**src/rtl/register_file_mc.sv**
```systemverilog
`default_nettype none
// register_file_mc: decodes strobed GPO command words into Tx/Rx, phase, log-memory and
// software-reset controls, and returns snapshotted BER counters and status on GPI.
// Revision: 1.0
module register_file_mc #(
   parameter int NB_ADDR_MEM = 15,
   parameter int N_CH        = 4,
   parameter int NB_PHASE    = 2,
   parameter int NB_CNT      = 64,
   parameter int MEM_RD_LAT  = 1,
   parameter int RST_LEN     = 4
) (
   input  logic                   clk,
   input  logic                   i_rst,
   input  logic [31:0]            i_gpo,
   input  logic [31:0]            i_data_log_from_mem,
   input  logic                   i_mem_full,
   input  logic [N_CH*NB_CNT-1:0] i_ber_samp,
   input  logic [N_CH*NB_CNT-1:0] i_ber_error,
   output logic [31:0]            o_gpi,
   output logic                   o_rst,
   output logic                   o_enbTx,
   output logic                   o_enbRx,
   output logic [NB_PHASE-1:0]    o_phase_sel,
   output logic                   o_run_log,
   output logic                   o_read_log,
   output logic [NB_ADDR_MEM-1:0] o_addr_log_to_mem,
   output logic                   o_cmd_done,
   output logic                   o_cmd_err
);
   localparam logic [7:0] OP_RESET    = 8'd0;
   localparam logic [7:0] OP_EN_TX    = 8'd1;
   localparam logic [7:0] OP_EN_RX    = 8'd2;
   localparam logic [7:0] OP_PH_SEL   = 8'd3;
   localparam logic [7:0] OP_RUN_MEM  = 8'd4;
   localparam logic [7:0] OP_READ_MEM = 8'd5;
   localparam logic [7:0] OP_ADDR_MEM = 8'd6;
   localparam logic [7:0] OP_BER_SNAP = 8'd7;
   localparam logic [7:0] OP_BER_S_LO = 8'd8;
   localparam logic [7:0] OP_BER_S_HI = 8'd9;
   localparam logic [7:0] OP_BER_E_LO = 8'd10;
   localparam logic [7:0] OP_BER_E_HI = 8'd11;
   localparam logic [7:0] OP_MEM_FULL = 8'd12;
   localparam logic [7:0] OP_INFO     = 8'd13;

   localparam int          NB_RCNT   = $clog2(RST_LEN + 1);
   localparam int          NB_LCNT   = $clog2(MEM_RD_LAT + 1);
   localparam logic [4:0]  N_CH_W    = 5'(N_CH);
   localparam logic [31:0] INFO_WORD = {8'(N_CH), 8'(NB_ADDR_MEM), 8'(NB_PHASE), 8'(NB_CNT)};

   logic [31:0]        gpo_q;
   logic [31:0]        q_word;
   logic [31:0]        cmd;
   logic               en_hist;
   logic               q_valid;
   logic               rd_pend;
   logic [NB_LCNT-1:0] rd_cnt;
   logic [NB_RCNT-1:0] rst_cnt;
   logic               mf_q;
   logic               mf_d;
   logic [NB_CNT-1:0]  samp_sh [N_CH];
   logic [NB_CNT-1:0]  err_sh  [N_CH];
   logic               strobe;
   logic               exec;
   logic [7:0]         op;
   logic [3:0]         ch;
   logic               ch_ok;
   logic [63:0]        samp_sel;
   logic [63:0]        err_sel;
   logic               unused_cmd_bits;

   // A queued command (held back by a pending memory read) has priority over a fresh strobe.
   assign strobe          = gpo_q[23] & ~en_hist;
   assign exec            = ~rd_pend & (q_valid | strobe);
   assign cmd             = q_valid ? q_word : gpo_q;
   assign op              = cmd[31:24];
   assign ch              = cmd[3:0];
   assign ch_ok           = {1'b0, ch} < N_CH_W;
   assign unused_cmd_bits = ^cmd[23:0];

   always_comb begin
      samp_sel = '0;
      err_sel  = '0;
      for (int c = 0; c < N_CH; c++) begin
         if (ch == 4'(c)) begin
            samp_sel = 64'(samp_sh[c]);
            err_sel  = 64'(err_sh[c]);
         end
      end
   end

   always_ff @(posedge clk) begin
      // Captured even in reset so the enable history sees a strobe held across release.
      gpo_q <= i_gpo;
      if (i_rst) begin
         o_gpi             <= '0;
         o_rst             <= 1'b0;
         o_enbTx           <= 1'b0;
         o_enbRx           <= 1'b0;
         o_phase_sel       <= '0;
         o_run_log         <= 1'b0;
         o_read_log        <= 1'b0;
         o_addr_log_to_mem <= '0;
         o_cmd_done        <= 1'b0;
         o_cmd_err         <= 1'b0;
         en_hist           <= 1'b1;
         q_valid           <= 1'b0;
         q_word            <= '0;
         rd_pend           <= 1'b0;
         rd_cnt            <= '0;
         rst_cnt           <= '0;
         mf_q              <= 1'b0;
         mf_d              <= 1'b0;
         for (int c = 0; c < N_CH; c++) begin
            samp_sh[c] <= '0;
            err_sh[c]  <= '0;
         end
      end else begin
         en_hist    <= gpo_q[23];
         mf_q       <= i_mem_full;
         mf_d       <= mf_q;
         o_cmd_done <= 1'b0;

         if (rst_cnt != '0) begin
            rst_cnt <= rst_cnt - NB_RCNT'(1);
            if (rst_cnt == NB_RCNT'(1)) o_rst <= 1'b0;
         end

         // Placed before command decode so a same-cycle RUN_MEM overrides the clear.
         if (mf_q & ~mf_d) o_run_log <= 1'b0;

         if (rd_pend) begin
            rd_cnt <= rd_cnt - NB_LCNT'(1);
            if (rd_cnt == NB_LCNT'(1)) begin
               rd_pend    <= 1'b0;
               o_gpi      <= i_data_log_from_mem;
               o_cmd_done <= 1'b1;
            end
         end

         // One-deep queue: a strobe during a pending read (or while the queue drains) is
         // held; a strobe arriving with the queue already full in the read window is lost.
         if (strobe && (rd_pend || q_valid)) begin
            if (!(rd_pend && q_valid)) begin
               q_word  <= gpo_q;
               q_valid <= 1'b1;
            end
         end else if (exec && q_valid) begin
            q_valid <= 1'b0;
         end

         if (exec) begin
            o_cmd_done <= 1'b1;
            case (op)
               OP_RESET: begin
                  if (cmd[0]) begin
                     o_rst   <= 1'b1;
                     rst_cnt <= NB_RCNT'(RST_LEN);
                  end
               end
               OP_EN_TX:    o_enbTx     <= cmd[0];
               OP_EN_RX:    o_enbRx     <= cmd[0];
               OP_PH_SEL:   o_phase_sel <= cmd[NB_PHASE-1:0];
               OP_RUN_MEM:  o_run_log   <= cmd[0];
               OP_READ_MEM: o_read_log  <= cmd[0];
               OP_ADDR_MEM: begin
                  o_addr_log_to_mem <= cmd[NB_ADDR_MEM-1:0];
                  rd_pend           <= 1'b1;
                  rd_cnt            <= NB_LCNT'(MEM_RD_LAT);
                  o_cmd_done        <= 1'b0;
               end
               OP_BER_SNAP: begin
                  for (int c = 0; c < N_CH; c++) begin
                     samp_sh[c] <= i_ber_samp[c*NB_CNT +: NB_CNT];
                     err_sh[c]  <= i_ber_error[c*NB_CNT +: NB_CNT];
                  end
               end
               OP_BER_S_LO, OP_BER_S_HI, OP_BER_E_LO, OP_BER_E_HI: begin
                  if (!ch_ok) begin
                     o_gpi     <= '0;
                     o_cmd_err <= 1'b1;
                  end else if (op == OP_BER_S_LO) begin
                     o_gpi <= samp_sel[31:0];
                  end else if (op == OP_BER_S_HI) begin
                     o_gpi <= samp_sel[63:32];
                  end else if (op == OP_BER_E_LO) begin
                     o_gpi <= err_sel[31:0];
                  end else begin
                     o_gpi <= err_sel[63:32];
                  end
               end
               OP_MEM_FULL: o_gpi <= {31'b0, i_mem_full};
               OP_INFO:     o_gpi <= INFO_WORD;
               default: begin
                  o_gpi     <= 32'hFFFF_FFFF;
                  o_cmd_err <= 1'b1;
               end
            endcase
         end
      end
   end
endmodule
`default_nettype wire

```
**config.mk**
```make
export PLATFORM = sky130hd
export DESIGN_NAME = register_file_mc
export DESIGN_NICKNAME = d
export VERILOG_FILES = /design/src/rtl/register_file_mc.sv
export SDC_FILE = /design/constraint.sdc
export NUM_CORES = 1
export LEC_CHECK = 0
export CAP_MARGIN = 10
export CORE_AREA = 2 2 243 245
export DETAILED_ROUTE_END_ITERATION = 10
export DIE_AREA = 0 0 245 247
export PLACE_DENSITY = 0.78
export SYNTH_ARGS = -nofsm -noshare
export SYNTH_HDL_FRONTEND = slang
export SYNTH_SLANG_ARGS = --single-unit
```
**constraint.sdc**
```tcl
create_clock -name clk -period 20 [get_ports clk]
set_input_delay 3 -clock clk [delete_from_list [all_inputs] [get_ports clk]]
set_output_delay 3 -clock clk [all_outputs]
set_load 0.01 [all_outputs]
```
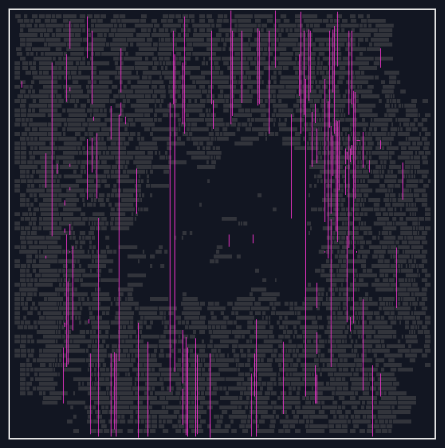
Figure 1: metal 4.
Cells faint in the background.
wire length on this layer: 4530 um
nets with wire on the layer: 94
longest straight run: 183 um
final WL: 90.2 mm
vias: 20030

==> ci_impl_report.md <==
## Implementation flow summary

| Metric | Value |
|---|---|
| # nets final | `3287` |
| Resize count post-CTS | `0` |
| Non-filler cells, final | `3553` |
| Post-synth EDFFs | `512` |
| Worst reg-to-reg setup slack | `14.14 ns` |
| N_taps | `773` |
| Yosys top cell by instances | `and2_1` |
| Most frequent cells in the layout | `625 x clkdlybuf4s50_1, 514 x and2_1, 512 x edfxtp_1, 176 x nand2_1, 111 x dfxtp_1` |
| Top cell area share | `0.555` |
| Flip-flop and latch power | `1.46 mW` |
| Main logic family | `simple AND/OR/NAND/NOR gates` |
| Final Hold Vio Count | `0` |
| Core Density at Floorplan | `0.475` |
| Internal | `2.31 mW` |
| Critical path launch point | `i_rst` |
| Port Buffers | `626` |
| Mapped Cells | `2125` |
| Simple-Gate Area Share | `0.166` |
| GP Congestion | `0.915` |
| Die ar. | `0.0605 mm^2` |
| Sw Ratio | `0.224` |
| Flop count | `624` |
| Vias in the first global route | `20289` |
| Combinational share of cell area | `0.256` |
| Reg-to-reg critical path startpoint | `q_valid` |
| CP Depth | `7` |
| Root Driver | `clkbuf_16` |
| # setup viols final | `0` |
| # IOs | `635` |
| Max Slew Vio Count | `0` |
| Non-clk buf share | `0.177` |
| Top cell excl fill/tap | `clkdlybuf4s50_1` |
| Switching pwr | `0.666 mW` |
| Power density over the cells | `80.7 mW/mm^2` |
| Initial antenna violation count | `38` |
| Yosys stat chip area | `0.0277 mm^2` |
| DRC violations left | `0` |
| Chip width | `245 um` |
| Synth unique cells | `67` |
| Pin count of the biggest net entering global routing | `141` |
| Setup Fix Bufs, Post-CTS | `0` |
| Core area | `0.0582 mm^2` |
| Yosys warning tally | `0` |
| Inserted Diodes | `23` |
| Final Cycle Share | `0.329` |
| Via density | `5.64` |
| Cell count in the Yosys report | `2125` |
| Asr flop ratio synth | `0` |
| Row cnt | `89` |
| Starting DRT DRC Count | `1851` |
| Biggest regs | `err_sh: 256 flops, samp_sh: 256 flops, o_gpi: 32 flops` |
| RSZ-0062 raised after global routing | `no` |
| Synth Flop Type | `edfxtp_1` |
| Sequential Power Share | `0.492` |
| Max cap viols | `0` |
| Wire per inst | `25.4 um` |
| Worst Reg-to-Reg Cells | `7` |
| Top cells by area, synth | `edfxtp_1 56%, and2_1 12%, dfxtp_1 8.1%` |
| Clock-cell share | `0.0596` |
| Iteration tally of the first detailed-router pass | `5` |
| Tool Warnings | `49` |
| Chip Height | `247 um` |
| Post-synth top cells | `514 x and2_1, 512 x edfxtp_1, 178 x nand2_1` |
| Hold Path Cell Cnt | `2` |
| Top pwr grp | `sequential cells` |
| Sequential share of cell area | `0.478` |
| AO/OA Area Share | `0.0815` |
| Share of layout cells above drive strength 1 | `0.0874` |
| H-tree depth reported by CTS | `3` |
| Logic pwr share | `0.086` |
| Net count after synthesis | `2709` |
| Non-clk invs | `8` |
| CTS tree | `done` |
| Comb group | `0.256 mW` |
| Critical Path, Cell by Cell | `buf_2 > buf_4 > inv_1 > buf_4 > nand2_4 > buf_4 > buf_4` |
| Critical Path Max Stage Delay | `0.83 ns` |
| GRT Total Usage | `0.294` |
| R2R Path End | `samp_sh[0][55]` |
| CP most frequent cell | `buf_4` |
| Late-Pin Clk Latency | `0.61 ns` |
| Status | `finished, final reports clean` |
| Slowest-stage cell, CP | `buf_4` |
| Lkg Pwr | `13.5 nW` |
| Hold Buf Count CTS | `0` |
| Buffers outside the clock class | `661` |
| Crit path time final | `6.58 ns` |
| Syn avg cell area | `13.0 um^2` |
| Flop area | `0.0176 mm^2` |
| Peak supply drop | `66.5 uV` |
| Worst Setup EP | `samp_sh[0][55]` |
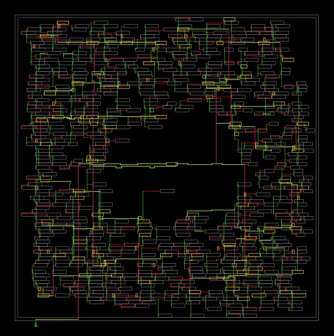
Figure 2: the clock network.
clock network power: 1.26 mW
clk sinks: 624
clock buffers: 86
CTS Buf Count: 67
skew final: 0.0160 ns

-- per-stage QoR --
| stage | hold slack (ns) | instance area (um^2) | setup WS (ns) | util |
|---|---|---|---|---|
| 5_1_grt | 0.452 | 36900 | 13.24 | 0.633 |
| 3_3_place_gp | 0.421 | 34600 | 13.06 | 0.594 |
| 2_1_floorplan | 0.405 | 27700 | 4.47 | - |
| 6_report | 0.434 | 36900 | 13.42 | 0.633 |
| 3_5_place_dp | 0.426 | 34600 | 12.91 | 0.594 |
| 4_1_cts | 0.435 | 36800 | 13.54 | 0.632 |
-- layer usage --
layer | part of all wire | track usage
met5 | 0.0022 | 0
met2 | 0.49 | 0.493
met3 | 0.085 | 0.0704
met1 | 0.37 | 0.355
met4 | 0.050 | 0.149
Power figures rest on the tool's default switching activity, not on a simulated workload.
